==> src/rtl/axi_arb_pkg.sv <==
// Shared types for the LPDDR AXI read arbiter: AR/R payload structs and the FSM states.
// Field widths come from the AXI_*_WIDTH macros, with defaults when they are not defined globally.
`ifndef AXI_ID_WIDTH
`define AXI_ID_WIDTH 4
`endif
`ifndef AXI_ADDR_WIDTH
`define AXI_ADDR_WIDTH 32
`endif
`ifndef AXI_LEN_WIDTH
`define AXI_LEN_WIDTH 8
`endif
`ifndef AXI_SIZE_WIDTH
`define AXI_SIZE_WIDTH 3
`endif
`ifndef AXI_BURST_WIDTH
`define AXI_BURST_WIDTH 2
`endif
`ifndef AXI_DATA_WIDTH
`define AXI_DATA_WIDTH 32
`endif
`ifndef AXI_RESP_WIDTH
`define AXI_RESP_WIDTH 2
`endif

package axi_arb_pkg;

  localparam int BEAT_W = 8;

  typedef struct packed {
    logic [`AXI_ID_WIDTH-1:0]    id;
    logic [`AXI_ADDR_WIDTH-1:0]  addr;
    logic [`AXI_LEN_WIDTH-1:0]   len;
    logic [`AXI_SIZE_WIDTH-1:0]  size;
    logic [`AXI_BURST_WIDTH-1:0] burst;
  } ar_t;

  typedef struct packed {
    logic [`AXI_ID_WIDTH-1:0]   id;
    logic [`AXI_DATA_WIDTH-1:0] data;
    logic [`AXI_RESP_WIDTH-1:0] resp;
    logic                       last;
  } r_t;

  typedef enum logic [1:0] {IDLE, ADDR, DATA} state_e;

endpackage

==> src/rtl/rr_picker.sv <==
// Combinational round-robin select: lowest requesting index at or above ptr_i, wrapping to 0.
// Shared between the read arbiter and the write-side arbiter.
module rr_picker #(
  parameter int NUM_REQ = 2,
  localparam int GNT_W = $clog2(NUM_REQ)
) (
  input  logic [NUM_REQ-1:0] req_i,
  input  logic [GNT_W-1:0]   ptr_i,
  output logic [GNT_W-1:0]   idx_o,
  output logic               found_o
);

  // First pass covers ptr_i..top, second pass supplies the wrapped candidates.
  always_comb begin
    idx_o   = '0;
    found_o = 1'b0;
    for (int j = 0; j < NUM_REQ; j++) begin
      if (!found_o && req_i[j] && (GNT_W'(j) >= ptr_i)) begin
        found_o = 1'b1;
        idx_o   = GNT_W'(j);
      end
    end
    for (int j = 0; j < NUM_REQ; j++) begin
      if (!found_o && req_i[j]) begin
        found_o = 1'b1;
        idx_o   = GNT_W'(j);
      end
    end
  end

endmodule

==> src/rtl/axi_rd_arbiter.sv <==
// Round-robin arbiter sharing the LPDDR controller AXI read port, one outstanding burst at a time.
// Define AXI_RD_ARB_TIMEOUT_EN to add the burst watchdog and the sticky timeout output.
module axi_rd_arbiter
  import axi_arb_pkg::*;
#(
  parameter int NUM_REQ = 2,
`ifdef AXI_RD_ARB_TIMEOUT_EN
  parameter int TIMEOUT = 1024,
`endif
  localparam int GNT_W = $clog2(NUM_REQ)
) (
  input  logic               aclk,
  input  logic               aresetn,
  input  logic [NUM_REQ-1:0] s_arvalid,
  output logic [NUM_REQ-1:0] s_arready,
  input  ar_t                s_ar [NUM_REQ],
  output logic [NUM_REQ-1:0] s_rvalid,
  input  logic [NUM_REQ-1:0] s_rready,
  output r_t                 s_r,
  output logic               m_arvalid,
  input  logic               m_arready,
  output ar_t                m_ar,
  input  logic               m_rvalid,
  output logic               m_rready,
  input  r_t                 m_r,
  output logic [GNT_W-1:0]   gnt_idx,
  output logic               len_err
`ifdef AXI_RD_ARB_TIMEOUT_EN
  ,
  output logic               timeout
`endif
);

  state_e             state_q, state_d;
  logic [GNT_W-1:0]   rr_ptr_q, rr_ptr_d;
  logic [GNT_W-1:0]   gnt_q, gnt_d;
  ar_t                ar_q, ar_d;
  logic [BEAT_W-1:0]  beat_cnt_q, beat_cnt_d;
  logic               len_err_q, len_err_d;
  logic [GNT_W-1:0]   pick_idx, ptr_next;
  logic               pick_found, r_hs, len_match;

`ifdef AXI_RD_ARB_TIMEOUT_EN
  localparam int TMO_W = $clog2(TIMEOUT + 1);
  logic [TMO_W-1:0] tmo_cnt_q, tmo_cnt_d;
  logic             timeout_q, timeout_d;
  logic             absorb_q, absorb_d;
  assign timeout = timeout_q;
`endif

  rr_picker #(.NUM_REQ(NUM_REQ)) u_picker (
    .req_i   (s_arvalid),
    .ptr_i   (rr_ptr_q),
    .idx_o   (pick_idx),
    .found_o (pick_found)
  );

  assign ptr_next  = (gnt_q == GNT_W'(NUM_REQ - 1)) ? '0 : gnt_q + 1'b1;
  assign r_hs      = m_rvalid && s_rready[gnt_q];
  assign len_match = (beat_cnt_q == BEAT_W'(ar_q.len));
  assign gnt_idx   = gnt_q;
  assign len_err   = len_err_q;

  // Grant is combinational in IDLE so the requester sees s_arready in the cycle it is chosen;
  // gating with aresetn keeps every output low while reset is held.
  always_comb begin
    state_d    = state_q;
    rr_ptr_d   = rr_ptr_q;
    gnt_d      = gnt_q;
    ar_d       = ar_q;
    beat_cnt_d = beat_cnt_q;
    len_err_d  = len_err_q;
    s_arready  = '0;
    s_rvalid   = '0;
    s_r        = '0;
    m_arvalid  = 1'b0;
    m_ar       = ar_q;
    m_rready   = 1'b0;
`ifdef AXI_RD_ARB_TIMEOUT_EN
    tmo_cnt_d  = tmo_cnt_q;
    timeout_d  = timeout_q;
    absorb_d   = absorb_q;
`endif
    unique case (state_q)
      IDLE: begin
`ifdef AXI_RD_ARB_TIMEOUT_EN
        if (absorb_q) m_rready = 1'b1;
`endif
        if (pick_found && aresetn) begin
          s_arready[pick_idx] = 1'b1;
          ar_d    = s_ar[pick_idx];
          gnt_d   = pick_idx;
          state_d = ADDR;
`ifdef AXI_RD_ARB_TIMEOUT_EN
          tmo_cnt_d = '0;
          absorb_d  = 1'b0;
`endif
        end
      end
      ADDR: begin
        m_arvalid = 1'b1;
        if (m_arready) begin
          state_d    = DATA;
          beat_cnt_d = '0;
        end
      end
      DATA: begin
        s_rvalid[gnt_q] = m_rvalid;
        m_rready        = s_rready[gnt_q];
        s_r             = m_r;
        if (r_hs) begin
          beat_cnt_d = beat_cnt_q + 1'b1;
          // Flag both early and missing rlast; the burst still only ends on rlast.
          if (m_r.last ^ len_match) len_err_d = 1'b1;
          if (m_r.last) begin
            state_d  = IDLE;
            rr_ptr_d = ptr_next;
          end
        end
      end
      default: state_d = IDLE;
    endcase
`ifdef AXI_RD_ARB_TIMEOUT_EN
    if (state_q != IDLE) begin
      tmo_cnt_d = tmo_cnt_q + 1'b1;
      if (tmo_cnt_q == TMO_W'(TIMEOUT - 1)) begin
        timeout_d = 1'b1;
        absorb_d  = 1'b1;
        state_d   = IDLE;
        rr_ptr_d  = ptr_next;
      end
    end
`endif
  end

  always_ff @(posedge aclk) begin
    if (!aresetn) begin
      state_q    <= IDLE;
      rr_ptr_q   <= '0;
      gnt_q      <= '0;
      ar_q       <= '0;
      beat_cnt_q <= '0;
      len_err_q  <= 1'b0;
`ifdef AXI_RD_ARB_TIMEOUT_EN
      tmo_cnt_q  <= '0;
      timeout_q  <= 1'b0;
      absorb_q   <= 1'b0;
`endif
    end else begin
      state_q    <= state_d;
      rr_ptr_q   <= rr_ptr_d;
      gnt_q      <= gnt_d;
      ar_q       <= ar_d;
      beat_cnt_q <= beat_cnt_d;
      len_err_q  <= len_err_d;
`ifdef AXI_RD_ARB_TIMEOUT_EN
      tmo_cnt_q  <= tmo_cnt_d;
      timeout_q  <= timeout_d;
      absorb_q   <= absorb_d;
`endif
    end
  end

endmodule

==> config.mk <==
export PLATFORM = sky130hd
export DESIGN_NAME = axi_rd_arbiter
export DESIGN_NICKNAME = d
export VERILOG_FILES = /design/src/rtl/axi_arb_pkg.sv /design/src/rtl/rr_picker.sv /design/src/rtl/axi_rd_arbiter.sv
export SDC_FILE = /design/constraint.sdc
export NUM_CORES = 1
export LEC_CHECK = 0
export ABC_AREA = 1
export CAP_MARGIN = 5
export CORE_AREA = 2 2 110 101
export DETAILED_ROUTE_END_ITERATION = 7
export DIE_AREA = 0 0 112 103
export GPL_ROUTABILITY_DRIVEN = 0
export PLACE_DENSITY = 0.8
export SYNTH_ARGS = -nofsm -noshare
export SYNTH_HDL_FRONTEND = slang
export SYNTH_HIERARCHICAL = 1
export SYNTH_SLANG_ARGS = --single-unit
export TNS_END_PERCENT = 100
==> constraint.sdc <==
create_clock -name aclk -period 1.67 [get_ports aclk]
set_input_delay 0.4175 -clock aclk [delete_from_list [all_inputs] [get_ports aclk]]
set_output_delay 0.4175 -clock aclk [all_outputs]
set_load 0.02 [all_outputs]
==> flow_summary.html, run 1 <==
<h2>Implementation results</h2>
<table>
<tr><th>Metric</th><th>Value</th></tr>
<tr><th colspan="2">Power</th></tr>
<tr><td>Comb group</td><td>0.00157 W</td></tr>
<tr><td>Overall Power</td><td>0.00539 W</td></tr>
<tr><td>Switching portion of total power</td><td>0.280</td></tr>
<tr><td>Sequential share of power</td><td>0.306</td></tr>
<tr><td>Dominant power group</td><td>clock</td></tr>
<tr><th colspan="2">Run status</th></tr>
<tr><td>Outcome</td><td>finished, violations left</td></tr>
<tr><td>Violations in the final reports</td><td>setup timing</td></tr>
<tr><th colspan="2">Final timing</th></tr>
<tr><td>Final setup margin</td><td>-0.158 ns</td></tr>
<tr><td>Final Critical Period</td><td>1.83 ns</td></tr>
<tr><td>Final-report hold violation count</td><td>0</td></tr>
<tr><td>Worst Hold Slack</td><td>around 0.46 ns</td></tr>
<tr><td>Highest clock frequency the design can meet</td><td>547 MHz</td></tr>
<tr><td>Setup Viol. Count Final</td><td>25</td></tr>
<tr><th colspan="2">Detailed routing</th></tr>
<tr><td>Routed wl met3</td><td>876 µm</td></tr>
<tr><td>Length of routed wiring on met1</td><td>5070 µm</td></tr>
<tr><th colspan="2">GRT</th></tr>
<tr><td>Routing usage on met1</td><td>0.233</td></tr>
<tr><td>Number of antenna violations at the first check in global routing</td><td>0</td></tr>
<tr><td>Via count of the first global-routing pass</td><td>between 4,000 and 5,000</td></tr>
<tr><th colspan="2">Setup path</th></tr>
<tr><td>End of the worst register-to-register path</td><td>beat_cnt_q[4]</td></tr>
<tr><td>Critical path's top delay family</td><td>buffers and inverters</td></tr>
<tr><th colspan="2">Cells and area</th></tr>
<tr><td>Area overhead of the layout relative to synthesis</td><td>90.3%</td></tr>
<tr><td>Most frequent logic cell in the layout</td><td>clkdlybuf4s50_1</td></tr>
<tr><th colspan="2">Synthesis</th></tr>
<tr><td>Cell Type Count</td><td>32</td></tr>
<tr><th colspan="2">Clocking</th></tr>
<tr><td>H-tree levels</td><td>3</td></tr>
<tr><td>Count of cells resized by post-cts repair</td><td>305</td></tr>
<tr><td>Hold Buf Count CTS</td><td>0</td></tr>
<tr><th colspan="2">Placed design</th></tr>
<tr><td>Detailed placement HPWL</td><td>10,000 µm</td></tr>
</table>
==> run 1: logic make-up (layout without fill, tap and decap cells) <==
group,count (synthesis),in the layout,synth area share
adders and majority gates,1,1,0.00333
xor gates and xnor gates,4,4,0.00932
and+or+nand+nor,254,254,0.354
buffers and inverters,93,361,0.117
AOI/OAI and AO/OA,69,69,0.186
DFF,62,62,0.330
==> run 1: final cells by class <==
type | instances | area (µm²) | share of cell area
multi-input combinational | 328 | 2310 | 0.323
sequential | 62 | 1240 | 0.174
inverter | 68 | 265 | 0.0371
timing repair buffer | 277 | 2820 | 0.394
tap | 133 | 166 | 0.0233
clock inverter | 2 | 60.1 | 0.00839
clock buffer | 14 | 294 | 0.0411
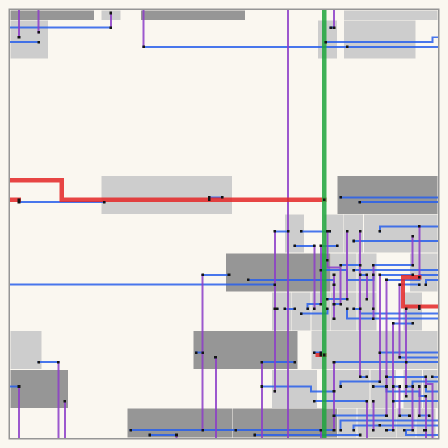
Figure 1: run 1, zoomed window.
Window x 41 to 71, y 36 to 66 µm. Cells in gray, sequential cells in the stronger gray; small squares are vias.
[red] met3
[blue] met1
[purple] met2
[green] met4
netlist names of flops here include: beat_cnt_q (3), m_ar (3)
cells with their middle in the window: 34
sequential cells in the window: 6
most frequent: nand2_1 (6), dfxtp_1 (6), inv_1 (5)

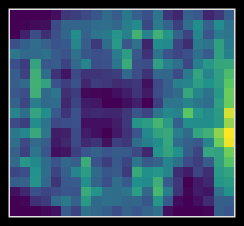
Figure 2: run 1, wiring heat map.
Scale: 2 px per µm. The die is cut into 22 by 21 equal tiles; dark purple is low, yellow is high, scaled to the fullest tile. Values are wire area over tile area, all layers added.
emptiest ninth of the die: center
nearly empty tiles: 5.4%
fullest tile: 0.63
global-route total usage across every layer: 0.229
routed vias: 4,210

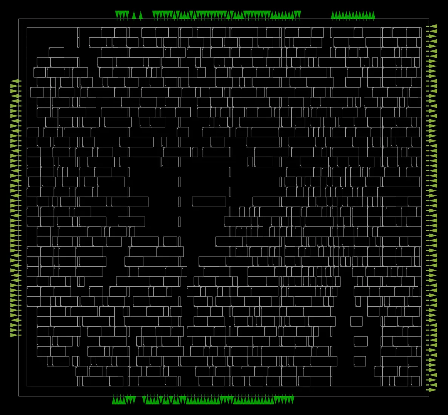
Figure 3: run 1, placement view.
num sequential: 62
sequential share of cell area: 0.174

Figure 4. Metal layers overlaid (run 1).
Scale: 3 px per µm. Two of the layers only.
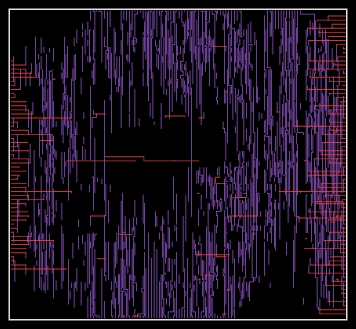

==> inputs of run 2 (changes only) <==
--- a/config.mk
+++ b/config.mk
@@ -7,11 +7,11 @@
 export LEC_CHECK = 0
 export ABC_AREA = 1
 export CAP_MARGIN = 5
-export CORE_AREA = 2 2 110 101
+export CORE_AREA = 2 2 106 97
 export DETAILED_ROUTE_END_ITERATION = 7
-export DIE_AREA = 0 0 112 103
+export DIE_AREA = 0 0 108 99
 export GPL_ROUTABILITY_DRIVEN = 0
-export PLACE_DENSITY = 0.8
+export PLACE_DENSITY = 0.86
 export SYNTH_ARGS = -nofsm -noshare
 export SYNTH_HDL_FRONTEND = slang
 export SYNTH_HIERARCHICAL = 1
==> constraint.sdc (replaced) <==
create_clock -name aclk -period 2.3 [get_ports aclk]
set_input_delay 0.575 -clock aclk [delete_from_list [all_inputs] [get_ports aclk]]
set_output_delay 0.575 -clock aclk [all_outputs]
set_load 0.02 [all_outputs]
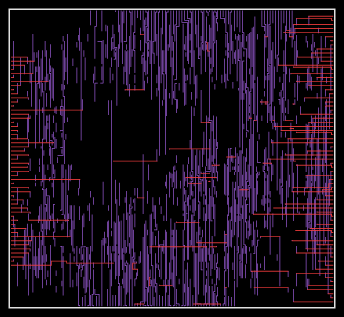
Figure 5: run 2, metal layers overlaid.
Scale: 3 px per µm. Two of the layers only.
[purple] met2 | wire length: 7,030 µm
[red] met3 | wire length: 1,090 µm
routed length per instance: 15.2 µm
global-route total usage across every layer: 0.247
WL final: 13,100 µm
routed vias: 4,067

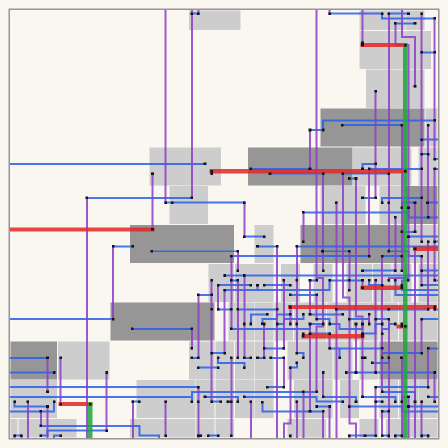
Figure 6: run 2, zoomed window.
Window x 39 to 69, y 34 to 64 µm. Cells in gray, sequential cells in the stronger gray; small squares are vias.
[red] met3
[green] met4
[blue] met1
[purple] met2
cells with their middle in the window: 60
sequential cells in the window: 6
netlist names of flops here include: beat_cnt_q (5), m_ar (1)
most frequent: nand2_1 (13), inv_1 (7)

==> flow_summary.html, run 2 <==
<h2>Implementation results</h2>
<table>
<tr><th>Metric</th><th>Value</th></tr>
<tr><th colspan="2">Run status</th></tr>
<tr><td>Outcome</td><td>finished, final reports clean</td></tr>
<tr><th colspan="2">Placed design</th></tr>
<tr><td>Worst slack at placement</td><td>-0.547 ns</td></tr>
<tr><td>Detailed placement HPWL</td><td>slightly above 10,000 µm</td></tr>
<tr><th colspan="2">Synthesis</th></tr>
<tr><td>Flip-flops with a built-in enable</td><td>0</td></tr>
<tr><td>Cell Type Count</td><td>32</td></tr>
<tr><td>Compound Share, Synth</td><td>0.186</td></tr>
<tr><td>Synthesized chip area reported by yosys</td><td>3760 µm²</td></tr>
<tr><td>Multiplexer share of the synthesized area</td><td>0</td></tr>
<tr><td>Fraction of synthesized cell area in xor and xnor cells</td><td>0.00931</td></tr>
<tr><td>Area fraction in full adders, half adders and majority gates</td><td>0.00333</td></tr>
<tr><td>Number of register bits inferred by synthesis</td><td>62</td></tr>
<tr><td>AND/OR/NAND/NOR Cells, Area Fraction</td><td>0.354</td></tr>
<tr><td>Main combinational cell family by area after synthesis</td><td>simple AND/OR/NAND/NOR gates</td></tr>
<tr><td>Post-synth top area share</td><td>0.330</td></tr>
<tr><td>Post-Syn Area per Cell</td><td>7.79 µm²</td></tr>
<tr><th colspan="2">Clocking</th></tr>
<tr><td>Hold Buf Count CTS</td><td>0</td></tr>
<tr><td>TritonCTS clock tree</td><td>built</td></tr>
<tr><td>Count of cells resized by post-cts repair</td><td>58</td></tr>
<tr><td>H-tree levels</td><td>3</td></tr>
<tr><th colspan="2">Setup path</th></tr>
<tr><td>Launch point of the worst reg-to-reg path</td><td>state_q[1]</td></tr>
<tr><td>Worst Path Arrival</td><td>about 1.7 ns</td></tr>
<tr><td>End of the worst register-to-register path</td><td>m_ar[43]</td></tr>
<tr><td>Critical path's top delay family</td><td>buffers and inverters</td></tr>
<tr><th colspan="2">Cells and area</th></tr>
<tr><td>Most frequent logic cell in the layout</td><td>clkdlybuf4s50_1</td></tr>
<tr><td>Area overhead of the layout relative to synthesis</td><td>73.1%</td></tr>
<tr><td>Post-layout util</td><td>0.680</td></tr>
<tr><th colspan="2">GRT</th></tr>
<tr><td>Number of antenna violations at the first check in global routing</td><td>0</td></tr>
<tr><td>Via count of the first global-routing pass</td><td>4,241</td></tr>
<tr><th colspan="2">Power</th></tr>
<tr><td>Sequential share of power</td><td>0.351</td></tr>
<tr><td>Int Pwr</td><td>0.00241 W</td></tr>
<tr><td>Comb group</td><td>0.00102 W</td></tr>
<tr><td>Logic gate share of total power</td><td>0.298</td></tr>
<tr><td>Dominant power group</td><td>registers</td></tr>
<tr><td>Switching portion of total power</td><td>0.293</td></tr>
<tr><td>Overall Power</td><td>0.00342 W</td></tr>
<tr><th colspan="2">Final timing</th></tr>
<tr><td>Worst Hold Slack</td><td>0.462 ns</td></tr>
<tr><td>Worst slew margin relative to its limit</td><td>0.666</td></tr>
<tr><td>Highest clock frequency the design can meet</td><td>449 MHz</td></tr>
<tr><td>Final Critical Period</td><td>~2.2 ns</td></tr>
<tr><td>Final-report hold violation count</td><td>0</td></tr>
<tr><td>Period Utilization, post-route</td><td>0.968</td></tr>
<tr><td>Final setup margin</td><td>0.0729 ns</td></tr>
<tr><td>Setup Viol. Count Final</td><td>0</td></tr>
</table>
## run 2: cell counts after synthesis
Identical to the previous run, type by type.
## run 2: layer usage
| layer | global-route usage | up-vias | share of wire |
|---|---|---|---|
| li1 | - | 1994 | - |
| met1 | 0.238 | 1865 | 0.34 |
| met2 | 0.471 | 174 | 0.54 |
| met3 | 0.0655 | 34 | 0.084 |
| met4 | 0.133 | 0 | 0.039 |
| met5 | 0 | - | 0 |
## run 2: layout make-up
cell class / instances / area (µm²) / share of cell area
clock buffers: 11 / 141 / 0.0217
clock inverters: 5 / 106 / 0.0163
inverters: 68 / 260 / 0.0400
multi-input cells: 328 / 2090 / 0.321
flip-flops and latches: 62 / 1240 / 0.191
well taps: 126 / 158 / 0.0242
repair buffers: 258 / 2510 / 0.386
Power is estimated from default activity; no workload was simulated.
